==> images/metal_density.png <==
22 x 22 tiles, from dark blue (low) to red (high), scaled to the fullest tile. Values are wire area over tile area, all layers added.
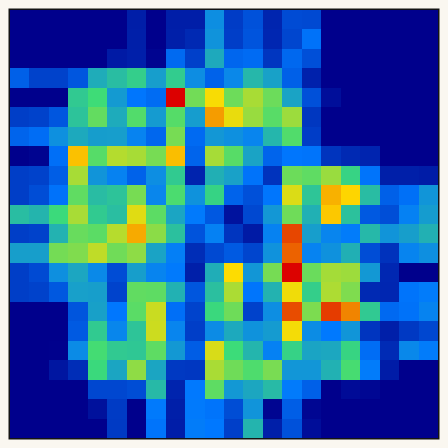
==> images/wires.png <==
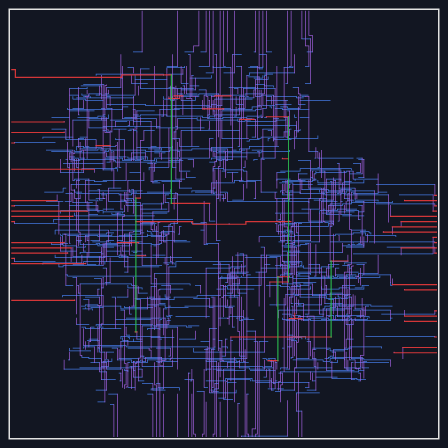
==> images/io_placement.png <==
Pins as bars across the die edge, other pins in grey.
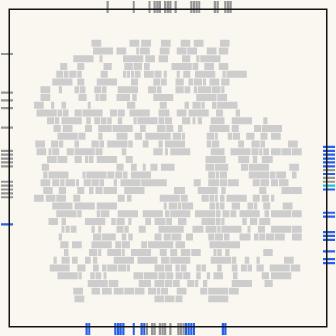
## config.mk

```make
export PLATFORM = sky130hd
export DESIGN_NAME = pipeline_control_unit_flat
export DESIGN_NICKNAME = d
export VERILOG_FILES = /design/src/rtl/pipeline_control_unit_if.sv /design/src/rtl/pipeline_control_unit.sv /design/src/flat_wrapper.sv
export SDC_FILE = /design/constraint.sdc
export NUM_CORES = 1
export LEC_CHECK = 0
export CORE_MARGIN = 8
export CORE_UTILIZATION = 34
export CTS_BUF_LIST = sky130_fd_sc_hd__clkbuf_8
export CTS_CLUSTER_SIZE = 16
export DETAILED_ROUTE_END_ITERATION = 16
export SYNTH_ARGS = -nofsm -noshare
export SYNTH_HDL_FRONTEND = slang
export SYNTH_SLANG_ARGS = --single-unit
```

## constraint.sdc

```tcl
create_clock -name clk -period 2.65 [get_ports clk]
set_clock_uncertainty 0.1 [all_clocks]
set_input_delay 0.3975 -clock clk [delete_from_list [all_inputs] [get_ports clk]]
set_output_delay 0.3975 -clock clk [all_outputs]
set_load 0.05 [all_outputs]
```

## src/rtl/pipeline_control_unit_if.sv

```systemverilog
// ---------------------------------------------------------------------------
// pipeline_control_unit_if
// Bundles the hazard/handshake inputs and the per-stage control outputs of
// the pipeline control unit so that they travel as a single port.
//
// Signals:
//   load_use_stall, branch_taken_ex, imem_ready,
//   dmem_req_mem, dmem_ready_mem          - hazard and memory handshake inputs
//   pc_en, if_id_en, id_ex_en,
//   ex_mem_en, mem_wb_en                  - pipeline register write enables
//   if_id_flush, id_ex_flush, mem_wb_flush - bubble insertion controls
//   discard_o                             - unit is dropping a wrong-path fetch
//   stall_cycles, flush_count             - performance counters
//
// Modports:
//   master - the core side that produces hazards and consumes controls
//   slave  - the control unit itself
// ---------------------------------------------------------------------------
interface pipeline_control_unit_if #(
  parameter int CNT_W = 32
);
  logic             load_use_stall;
  logic             branch_taken_ex;
  logic             imem_ready;
  logic             dmem_req_mem;
  logic             dmem_ready_mem;

  logic             pc_en;
  logic             if_id_en;
  logic             id_ex_en;
  logic             ex_mem_en;
  logic             mem_wb_en;
  logic             if_id_flush;
  logic             id_ex_flush;
  logic             mem_wb_flush;
  logic             discard_o;
  logic [CNT_W-1:0] stall_cycles;
  logic [CNT_W-1:0] flush_count;

  modport master (
    output load_use_stall, branch_taken_ex, imem_ready, dmem_req_mem, dmem_ready_mem,
    input  pc_en, if_id_en, id_ex_en, ex_mem_en, mem_wb_en,
    input  if_id_flush, id_ex_flush, mem_wb_flush,
    input  discard_o, stall_cycles, flush_count
  );

  modport slave (
    input  load_use_stall, branch_taken_ex, imem_ready, dmem_req_mem, dmem_ready_mem,
    output pc_en, if_id_en, id_ex_en, ex_mem_en, mem_wb_en,
    output if_id_flush, id_ex_flush, mem_wb_flush,
    output discard_o, stall_cycles, flush_count
  );
endinterface

```

## src/rtl/pipeline_control_unit.sv

```systemverilog
// ---------------------------------------------------------------------------
// pipeline_control_unit
// Stall/flush responder for the 5-stage core. Turns the ID load-use hazard,
// EX branch redirects and the instruction/data memory handshakes into
// per-stage write enables and bubble controls. A two-state FSM remembers
// that a wrong-path fetch is still in flight after a redirect so that its
// word is thrown away instead of entering IF/ID. Two counters track stall
// cycles and accepted redirects.
//
// Ports:
//   clk  - core clock, all state changes on the rising edge
//   rst  - synchronous active-high reset
//   bus  - pipeline_control_unit_if.slave, hazards in / controls out
// ---------------------------------------------------------------------------
module pipeline_control_unit #(
  parameter int CNT_W = 32
) (
  input  logic                           clk,
  input  logic                           rst,
  pipeline_control_unit_if.slave         bus
);

  typedef enum logic {
    RUN     = 1'b0,
    DISCARD = 1'b1
  } state_t;

  state_t           state_q, state_d;
  logic [CNT_W-1:0] stall_cycles_q, stall_cycles_d;
  logic [CNT_W-1:0] flush_count_q, flush_count_d;

  logic dmem_wait;
  logic pc_en, if_id_en, id_ex_en, ex_mem_en, mem_wb_en;
  logic if_id_flush, id_ex_flush, mem_wb_flush;
  logic redirect;

  assign dmem_wait = bus.dmem_req_mem & ~bus.dmem_ready_mem;

  // Priority-ordered hazard resolution. A data-memory wait outranks the
  // branch because EX is frozen and cannot hand its redirect over yet; the
  // branch is simply seen again once the freeze lifts.
  always_comb begin
    pc_en        = 1'b1;
    if_id_en     = 1'b1;
    id_ex_en     = 1'b1;
    ex_mem_en    = 1'b1;
    mem_wb_en    = 1'b1;
    if_id_flush  = 1'b0;
    id_ex_flush  = 1'b0;
    mem_wb_flush = 1'b0;
    redirect     = 1'b0;
    state_d      = state_q;

    if (rst) begin
      pc_en        = 1'b0;
      if_id_en     = 1'b0;
      id_ex_en     = 1'b0;
      ex_mem_en    = 1'b0;
      mem_wb_en    = 1'b0;
      if_id_flush  = 1'b1;
      id_ex_flush  = 1'b1;
      mem_wb_flush = 1'b1;
      state_d      = RUN;
    end else if (dmem_wait) begin
      pc_en        = 1'b0;
      if_id_en     = 1'b0;
      id_ex_en     = 1'b0;
      ex_mem_en    = 1'b0;
      mem_wb_flush = 1'b1;
    end else if (bus.branch_taken_ex) begin
      // An unfinished fetch belongs to the old path and must be dropped
      // when it eventually returns.
      pc_en       = 1'b1;
      if_id_flush = 1'b1;
      id_ex_flush = 1'b1;
      redirect    = 1'b1;
      state_d     = bus.imem_ready ? RUN : DISCARD;
    end else if (bus.load_use_stall) begin
      // IF/ID is held, so a wrong-path word arriving now is never written
      // and the discard is complete.
      pc_en       = 1'b0;
      if_id_en    = 1'b0;
      id_ex_flush = 1'b1;
      if (state_q == DISCARD && bus.imem_ready) begin
        state_d = RUN;
      end
    end else if (state_q == DISCARD) begin
      // PC already holds the branch target; keep it while the stale word
      // drains.
      pc_en       = 1'b0;
      if_id_flush = 1'b1;
      if (bus.imem_ready) begin
        state_d = RUN;
      end
    end else if (!bus.imem_ready) begin
      pc_en       = 1'b0;
      if_id_flush = 1'b1;
    end
  end

  // Counters wrap freely; reset cycles never count as stalls.
  always_comb begin
    stall_cycles_d = stall_cycles_q + CNT_W'(!pc_en);
    flush_count_d  = flush_count_q + CNT_W'(redirect);
  end

  always_ff @(posedge clk) begin
    if (rst) begin
      state_q        <= RUN;
      stall_cycles_q <= '0;
      flush_count_q  <= '0;
    end else begin
      state_q        <= state_d;
      stall_cycles_q <= stall_cycles_d;
      flush_count_q  <= flush_count_d;
    end
  end

  assign bus.pc_en        = pc_en;
  assign bus.if_id_en     = if_id_en;
  assign bus.id_ex_en     = id_ex_en;
  assign bus.ex_mem_en    = ex_mem_en;
  assign bus.mem_wb_en    = mem_wb_en;
  assign bus.if_id_flush  = if_id_flush;
  assign bus.id_ex_flush  = id_ex_flush;
  assign bus.mem_wb_flush = mem_wb_flush;
  assign bus.discard_o    = (state_q == DISCARD);
  assign bus.stall_cycles = stall_cycles_q;
  assign bus.flush_count  = flush_count_q;

endmodule

```

## src/flat_wrapper.sv

```systemverilog
// flat-port wrapper written by rule: the top's interface ports become plain ports
module pipeline_control_unit_flat 
#(
  parameter int CNT_W = 32
)
  (clk, rst, bus_load_use_stall, bus_branch_taken_ex, bus_imem_ready, bus_dmem_req_mem, bus_dmem_ready_mem, bus_pc_en, bus_if_id_en, bus_id_ex_en, bus_ex_mem_en, bus_mem_wb_en, bus_if_id_flush, bus_id_ex_flush, bus_mem_wb_flush, bus_discard_o, bus_stall_cycles, bus_flush_count);
  pipeline_control_unit_if #(.CNT_W(CNT_W)) bus_i ();
  input  logic clk;
  input  logic rst;
  input wire logic [$bits(bus_i.load_use_stall)-1:0] bus_load_use_stall;
  input wire logic [$bits(bus_i.branch_taken_ex)-1:0] bus_branch_taken_ex;
  input wire logic [$bits(bus_i.imem_ready)-1:0] bus_imem_ready;
  input wire logic [$bits(bus_i.dmem_req_mem)-1:0] bus_dmem_req_mem;
  input wire logic [$bits(bus_i.dmem_ready_mem)-1:0] bus_dmem_ready_mem;
  output wire logic [$bits(bus_i.pc_en)-1:0] bus_pc_en;
  output wire logic [$bits(bus_i.if_id_en)-1:0] bus_if_id_en;
  output wire logic [$bits(bus_i.id_ex_en)-1:0] bus_id_ex_en;
  output wire logic [$bits(bus_i.ex_mem_en)-1:0] bus_ex_mem_en;
  output wire logic [$bits(bus_i.mem_wb_en)-1:0] bus_mem_wb_en;
  output wire logic [$bits(bus_i.if_id_flush)-1:0] bus_if_id_flush;
  output wire logic [$bits(bus_i.id_ex_flush)-1:0] bus_id_ex_flush;
  output wire logic [$bits(bus_i.mem_wb_flush)-1:0] bus_mem_wb_flush;
  output wire logic [$bits(bus_i.discard_o)-1:0] bus_discard_o;
  output wire logic [$bits(bus_i.stall_cycles)-1:0] bus_stall_cycles;
  output wire logic [$bits(bus_i.flush_count)-1:0] bus_flush_count;
  assign bus_i.load_use_stall = bus_load_use_stall;
  assign bus_i.branch_taken_ex = bus_branch_taken_ex;
  assign bus_i.imem_ready = bus_imem_ready;
  assign bus_i.dmem_req_mem = bus_dmem_req_mem;
  assign bus_i.dmem_ready_mem = bus_dmem_ready_mem;
  assign bus_pc_en = bus_i.pc_en;
  assign bus_if_id_en = bus_i.if_id_en;
  assign bus_id_ex_en = bus_i.id_ex_en;
  assign bus_ex_mem_en = bus_i.ex_mem_en;
  assign bus_mem_wb_en = bus_i.mem_wb_en;
  assign bus_if_id_flush = bus_i.if_id_flush;
  assign bus_id_ex_flush = bus_i.id_ex_flush;
  assign bus_mem_wb_flush = bus_i.mem_wb_flush;
  assign bus_discard_o = bus_i.discard_o;
  assign bus_stall_cycles = bus_i.stall_cycles;
  assign bus_flush_count = bus_i.flush_count;
  pipeline_control_unit #(.CNT_W(CNT_W)) u_core (.clk(clk), .rst(rst), .bus(bus_i));
endmodule
```

==> results_dict.tcl <==
# place-and-route summary
set metrics [dict create \
    edf_count 0 \
    holdCritPathClass "reg2reg" \
    dp_worst_setup_slack_ns -0.489 \
    max_slew_margin_pct 50.4 \
    use_met2_pct 21.1 \
    startpoint_type "primary input" \
    synth.net_count 367 \
    dpl.cell_count 550 \
    tns_ns 0 \
    place_hpwl_um 5980 \
    rsz0062_at_grt "false" \
    pin_count 80 \
    cts_hold_buf 0 \
    antenna_cells 0 \
    final_layout_top_logic_cells "clkdlybuf4s50_1 (68), dfxtp_1 (65), a21oi_1 (33), buf_4 (33)" \
    p_sw_share_pct 24.1 \
    top_cell_area_share_pct 42.4 \
    setup_ws_ns 0.0752 \
    synth.cellmix.compoundShare_pct 15.3 \
    combPwrFrac_pct 9.0 \
    cts_buffer_depth 2 \
    min_period_ns 2.57 \
    yosys.stat.seqShare_pct 42.4 \
    core_area_um2 8720 \
    drc_errors 0 \
    place.gp.congestion 0.791 \
    clockPowerShare_pct 41.6 \
    endpoint "u_core.bus.flush_count[26]" \
    ys_async_sr_fraction_pct 0 \
    max_stage_delay_ns 0.54 \
    muxShareOfSynthArea_pct 0 \
    top_usage_layer "met2" \
    peakVddDrop_uv 221 \
    p_switching_mw 0.486 \
    area_growth_pct 46.2 \
    cts-buffers-inserted 9 \
    clk_latency_ns 0.34 \
    seqPwrFrac_pct 49.4 \
    via_per_inst 5.38 \
    cp_top_family "simple AND/OR/NAND/NOR gates" \
    yosysUniqueCellTypes 40 \
    fmaxAchievable_mhz 388 \
    grt_pass1_vias 2873 \
    yosys_cells 356 \
    firstDrtPassIters 4 \
    powerSeq_mw 0.996 \
    report.final.hold_viol_count 0 \
    final_min_period_over_clock_period_pct 97.2 \
    ant_nets 0 \
    place_area_um2 4140 \
    critical_path_class "in2reg" \
    route.met3.wl_um 480 \
    status "completed" \
    pg_comb_mw 0.181 \
    adder_share_pct 1.63 \
    p_int_mw 1.53 \
    r2r_cells 4 \
    most_common_cell "dfxtp_1" \
    grt_max_degree 65 \
    crit_buf_inv 3 \
    synthTopCellsByArea "dfxtp_1 (42%), or4_1 (7.1%), a21oi_1 (6.2%)" \
    route.met2.wl_um 4030 \
    instances_no_fill 569 \
    openroad.warnings 27 \
    post-route-util_pct 51.4 \
    grt_pass1_wl_um 14100 \
    drv_cap 0 \
    highest_layer "met4" \
    crit_required_ns 2.82 \
    power_density_nw_per_um2 449 \
    worst_hold_slack_ns 0.395 \
    synth-xor-area-share_pct 6.85 \
    design_area_um2 4490 \
    synth.avg_cell_area_um2 8.62 \
    drv_slew 0 \
    antenna_found_initial 0 \
    ff_type "dfxtp_1" \
    tightest_slew_ns 0.743 \
]
## Picture notes: metal_density.png
- emptiest ninth of the die: top right
- mean over tiles: 0.11
- tiles over half the peak: 17%
- densest ninth of the die: left middle
- nearly empty tiles: 24%
- fullest tile: 0.44
Wirelength per Cell: 15.2 um
Routed Wire Length: 8630 um
vias post-DR: 3062
all-layer global routing usage: 13.6%

## Picture notes: wires.png
- metal 2: purple (wire length 4030 um)
- metal 3: red (wire length 481 um)
- metal 4: green (wire length 152 um)
- metal 1: blue (wire length 3980 um)

## Picture notes: io_placement.png
- bus_id_ex_flush: cyan (pins 1; direction output; edge right)
- bus_flush_count: blue (pins 32; direction output; edge 16 right, 15 bottom, 1 left)
- all pins by edge: 25 bottom, 20 right, 19 top, 16 left
# port buffers: 79
Die Ht: 111 um
Die W: 111 um

==> logic make-up after synthesis <==
logic type      count (synthesis)
compound gates                 79
xor+xnor                       24
fa+ha+maj                       4
buf+inv                        35
flops                          65
simple gates                  149
==> registers in the layout (all words and copies together) (netlist names) <==
register / flops
u_core.bus.flush_count: 32
u_core.bus.stall_cycles: 32
u_core.bus.discard_o: 1
==> cell type report <==
| cell class | count | area [um^2] |
|---|---|---|
| clock inverter | 4 | 43.8 |
| tap | 108 | 135 |
| clock buffer | 11 | 151 |
| multi-input combinational | 256 | 1750 |
| fill | 829 | 4240 |
| sequential | 65 | 1300 |
| inverter | 15 | 63.8 |
| timing repair buffer | 110 | 1040 |
